`config.mk`:
```
export PLATFORM = sky130hd
export DESIGN_NAME = wb_gpio_bank
export DESIGN_NICKNAME = d
export VERILOG_FILES = /design/src/rtl/wb_gpio_bank.sv
export SDC_FILE = /design/constraint.sdc
export NUM_CORES = 1
export LEC_CHECK = 0
export CORE_MARGIN = 10
export CORE_UTILIZATION = 35
export CTS_CLUSTER_DIAMETER = 150
export DETAILED_ROUTE_END_ITERATION = 12
export GPL_ROUTABILITY_DRIVEN = 1
export MAX_ROUTING_LAYER = met4
export PLACE_DENSITY = 0.77
export SYNTH_ARGS = -nofsm -noshare
export SYNTH_HDL_FRONTEND = slang
export SYNTH_SLANG_ARGS = --single-unit
```
`constraint.sdc`:
```
create_clock -name wb_clk -period 1.2 [get_ports wb_clk]
set_clock_uncertainty 0.05 [all_clocks]
set_input_delay 0.24 -clock wb_clk [delete_from_list [all_inputs] [get_ports wb_clk]]
set_output_delay 0.24 -clock wb_clk [all_outputs]
set_load 0.02 [all_outputs]
```
`src/rtl/wb_gpio_bank.sv`:
```
// Wishbone GPIO bank: per-pin direction, atomic set/clear, synchronised inputs.
// Define GPIO_IRQ_EN to build the per-pin edge interrupt block (offsets 0x14-0x20, irq_o).
module wb_gpio_bank #(
   parameter int GPIO_WIDTH  = 8,
   parameter int SYNC_STAGES = 2
) (
   input  logic                  wb_clk,
   input  logic                  wb_rst,
   input  logic [3:0]            wb_adr_i,
   input  logic [31:0]           wb_dat_i,
   output logic [31:0]           wb_dat_o,
   input  logic [3:0]            wb_sel_i,
   input  logic                  wb_we_i,
   input  logic                  wb_cyc_i,
   input  logic                  wb_stb_i,
   output logic                  wb_ack_o,
   input  logic [GPIO_WIDTH-1:0] gpio_i,
   output logic [GPIO_WIDTH-1:0] gpio_o,
   output logic [GPIO_WIDTH-1:0] gpio_oe,
   output logic                  irq_o
);

   logic                                  r_ack;
   logic [31:0]                           r_dat;
   logic [GPIO_WIDTH-1:0]                 r_dout;
   logic [GPIO_WIDTH-1:0]                 r_dir;
   logic [SYNC_STAGES-1:0][GPIO_WIDTH-1:0] r_sync;

   logic                  w_acc;
   logic                  w_wr;
   logic [31:0]           w_lane;
   logic [GPIO_WIDTH-1:0] w_mask;
   logic [GPIO_WIDTH-1:0] w_wdat;
   logic [GPIO_WIDTH-1:0] w_din;
   logic [31:0]           w_rdat;
   logic                  w_unused_bits;

   // One wait state: an access is taken only while ack is low, so acks alternate.
   assign w_acc  = wb_cyc_i & wb_stb_i & ~r_ack;
   assign w_wr   = w_acc & wb_we_i;
   assign w_lane = {{8{wb_sel_i[3]}}, {8{wb_sel_i[2]}}, {8{wb_sel_i[1]}}, {8{wb_sel_i[0]}}};
   assign w_mask = w_lane[GPIO_WIDTH-1:0];
   assign w_wdat = wb_dat_i[GPIO_WIDTH-1:0] & w_mask;
   assign w_din  = r_sync[SYNC_STAGES-1];
   assign w_unused_bits = ^{wb_dat_i, w_lane};

   always_ff @(posedge wb_clk) begin
      if (wb_rst) begin
         r_sync <= '0;
      end else begin
         r_sync <= {r_sync[SYNC_STAGES-2:0], gpio_i};
      end
   end

   always_ff @(posedge wb_clk) begin
      if (wb_rst) begin
         r_dout <= '0;
         r_dir  <= '0;
      end else if (w_wr) begin
         case (wb_adr_i)
            4'h1:    r_dout <= (r_dout & ~w_mask) | w_wdat;
            4'h2:    r_dout <= r_dout | w_wdat;
            4'h3:    r_dout <= r_dout & ~w_wdat;
            4'h4:    r_dir  <= (r_dir & ~w_mask) | w_wdat;
            default: ;
         endcase
      end
   end

`ifdef GPIO_IRQ_EN
   logic [GPIO_WIDTH-1:0] r_prev;
   logic [GPIO_WIDTH-1:0] r_en;
   logic [GPIO_WIDTH-1:0] r_rise;
   logic [GPIO_WIDTH-1:0] r_fall;
   logic [GPIO_WIDTH-1:0] r_stat;
   logic [GPIO_WIDTH-1:0] w_edge;
   logic [GPIO_WIDTH-1:0] w_w1c;

   assign w_edge = (w_din & ~r_prev & r_rise) | (~w_din & r_prev & r_fall);
   assign w_w1c  = (w_wr && (wb_adr_i == 4'h8)) ? w_wdat : '0;

   // A new edge outranks a same-cycle W1C of that bit.
   always_ff @(posedge wb_clk) begin
      if (wb_rst) begin
         r_prev <= '0;
         r_en   <= '0;
         r_rise <= '0;
         r_fall <= '0;
         r_stat <= '0;
      end else begin
         r_prev <= w_din;
         r_stat <= (r_stat & ~w_w1c) | w_edge;
         if (w_wr) begin
            case (wb_adr_i)
               4'h5:    r_en   <= (r_en   & ~w_mask) | w_wdat;
               4'h6:    r_rise <= (r_rise & ~w_mask) | w_wdat;
               4'h7:    r_fall <= (r_fall & ~w_mask) | w_wdat;
               default: ;
            endcase
         end
      end
   end

   assign irq_o = |(r_stat & r_en);
`else
   assign irq_o = 1'b0;
`endif

   always_comb begin
      w_rdat = '0;
      case (wb_adr_i)
         4'h0:    w_rdat[GPIO_WIDTH-1:0] = w_din;
         4'h1:    w_rdat[GPIO_WIDTH-1:0] = r_dout;
         4'h4:    w_rdat[GPIO_WIDTH-1:0] = r_dir;
`ifdef GPIO_IRQ_EN
         4'h5:    w_rdat[GPIO_WIDTH-1:0] = r_en;
         4'h6:    w_rdat[GPIO_WIDTH-1:0] = r_rise;
         4'h7:    w_rdat[GPIO_WIDTH-1:0] = r_fall;
         4'h8:    w_rdat[GPIO_WIDTH-1:0] = r_stat;
`endif
         default: ;
      endcase
   end

   always_ff @(posedge wb_clk) begin
      if (wb_rst) begin
         r_ack <= 1'b0;
         r_dat <= '0;
      end else begin
         r_ack <= w_acc;
         if (w_acc) begin
            r_dat <= w_rdat;
         end
      end
   end

   assign wb_ack_o = r_ack;
   assign wb_dat_o = r_dat;
   assign gpio_o   = r_dout;
   assign gpio_oe  = r_dir;

endmodule
```
==> impl_metrics.env <==
# yosys + openroad results
export IMPL_drv_slew=0
export IMPL_clk_share_pct=3.67
export IMPL_status="finished, violations left"
export IMPL_layout_nonclk_buf_share_pct=27.6
export IMPL_ys_cells=180
export IMPL_finalWirelength_um=5810
export IMPL_nonClockBufferCount=91
export IMPL_whs_endpoint="w_din[2]"
export IMPL_clk_latency_ps=290
export IMPL_worstPathRequired_ps=1380
export IMPL_final_setup_worst_slack_ps=-117
export IMPL_grt_max_degree=18
export IMPL_violations="setup timing"
export IMPL_comb_share_pct=35.6
export IMPL_syn2layout_area_growth_pct=48.9
export IMPL_period_needed_ps=1320
export IMPL_rows=26
export IMPL_clkTransAtPathRegs_ps=80
export IMPL_vias=1586
export IMPL_place_congestion=0.843
export IMPL_fin_cells=337
export IMPL_inv_count=1
export IMPL_area_leaders="dfxtp_1, buf_4, nor2b_1, mux2_1, a32o_1"
export IMPL_fmax_ghz=0.759
export IMPL_via_per_inst=4.71
export IMPL_cts_sinks=41
export IMPL_drt_initial_drc_count=118
export IMPL_finalSetupViolCount=24
export IMPL_seq_cells=41
export IMPL_crit_buf_inv=1
placed cells by master, fill, tap and decap left out, types with 2 or more instances in the layout:
master,n
mux2i_1,8
clkbuf_8,7
conb_1,25
dfxtp_1,38
a22oi_2,2
nor2b_1,17
buf_6,7
dfxtp_2,3
clkdlybuf4s50_1,17
nand2_1,16
mux2_1,8
o2bb2ai_2,5
and2_1,9
buf_4,31
o211ai_1,8
dlygate4sd2_1,7
buf_2,23
a32o_1,7
buf_12,4
a22oi_1,6
o2bb2ai_4,3
metrics by stage:
stage | TNS, ps | instance area [um^2] | utilization [%] | setup slack [ps] | power [W]
after floorplan | -411 | 1970 | - | -40.2 | 0.00167
final | -1610 | 2770 | 53.8 | -117 | 0.00278
after global routing | -2710 | 2770 | 53.8 | -156 | 0.00289
after detailed placement | -14600 | 2600 | 50.6 | -575 | 0.00180
after CTS | -2130 | 2780 | 54.0 | -123 | 0.00279
after global placement | -14210 | 2600 | 50.6 | -547 | 0.00179
routing by layer:
metal / vias up / share of wire (%) / track usage (%) / wire [um]
met2: 70 / 48 / 21.2 / 2760
met5: - / 0 / - / 0
met3: 12 / 6.7 / 3.39 / 388
met4: 0 / 2.5 / 5.91 / 148
li1: 758 / - / - / -
met1: 746 / 43 / 15.5 / 2510
kinds of logic (layout without fill, tap and decap cells):
| logic type | Yosys count | after routing | synth area share [%] |
|---|---|---|---|
| buf+inv | 37 | 100 | 14.3 |
| simple gates | 51 | 51 | 16.7 |
| compound gates | 33 | 33 | 15.0 |
| flops | 41 | 41 | 44.2 |
| xor+xnor | 1 | 1 | 0.472 |
| mux | 16 | 16 | 9.16 |
| other cells | 1 | 25 | 0.202 |
where the power goes:
group | internal [W] | switching, W
Clock | 0.000519 | 0.000451
Combinational | 0.000189 | 0.000225
Sequential | 0.00139 | 0.00000761
Total | 0.00210 | 0.000683
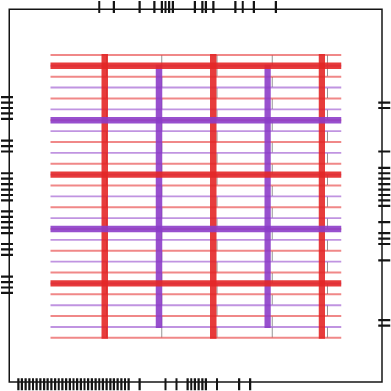
*Power grid*
(4 px per um) Pins as bars on the die edge. Tap cells in grey.
red -> VSS
purple -> VDD
tap cells = 70
met4 straps = 5
signal pins = 103

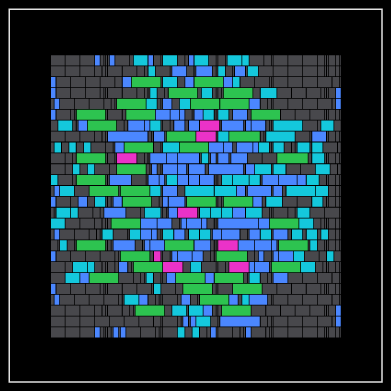
*Cells coloured by class*
(4 px per um) Fill, decap, tap and diode cells in grey.
blue -> remaining logic cells  # cells 127, share of their area 37%
magenta -> clock drivers and dummy loads  # cells 8, share of their area 3.8%
cyan -> remaining buffers and delay cells  # cells 91, share of their area 29%
green -> registers  # cells 41, share of their area 31%

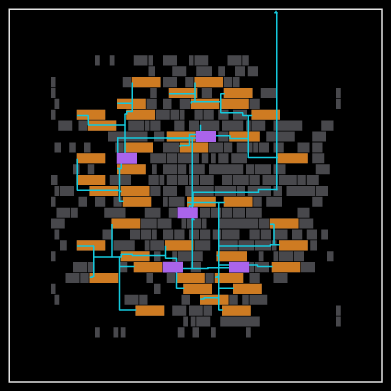
*Clock wires, drivers and flops*
(4 px per um)
cyan -> clock wires  # length 465 um
purple -> clock-net drivers  # count 5
orange -> flip-flops  # count 41
routed clock nets = 6

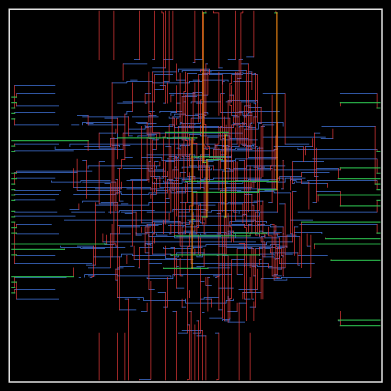
*Metal layers overlaid*
(4 px per um)
red -> M2  # wire length 2760 um
orange -> M4  # wire length 149 um
blue -> M1  # wire length 2510 um
green -> M3  # wire length 389 um

No activity file was given, so power comes from the tool's default toggle rates.
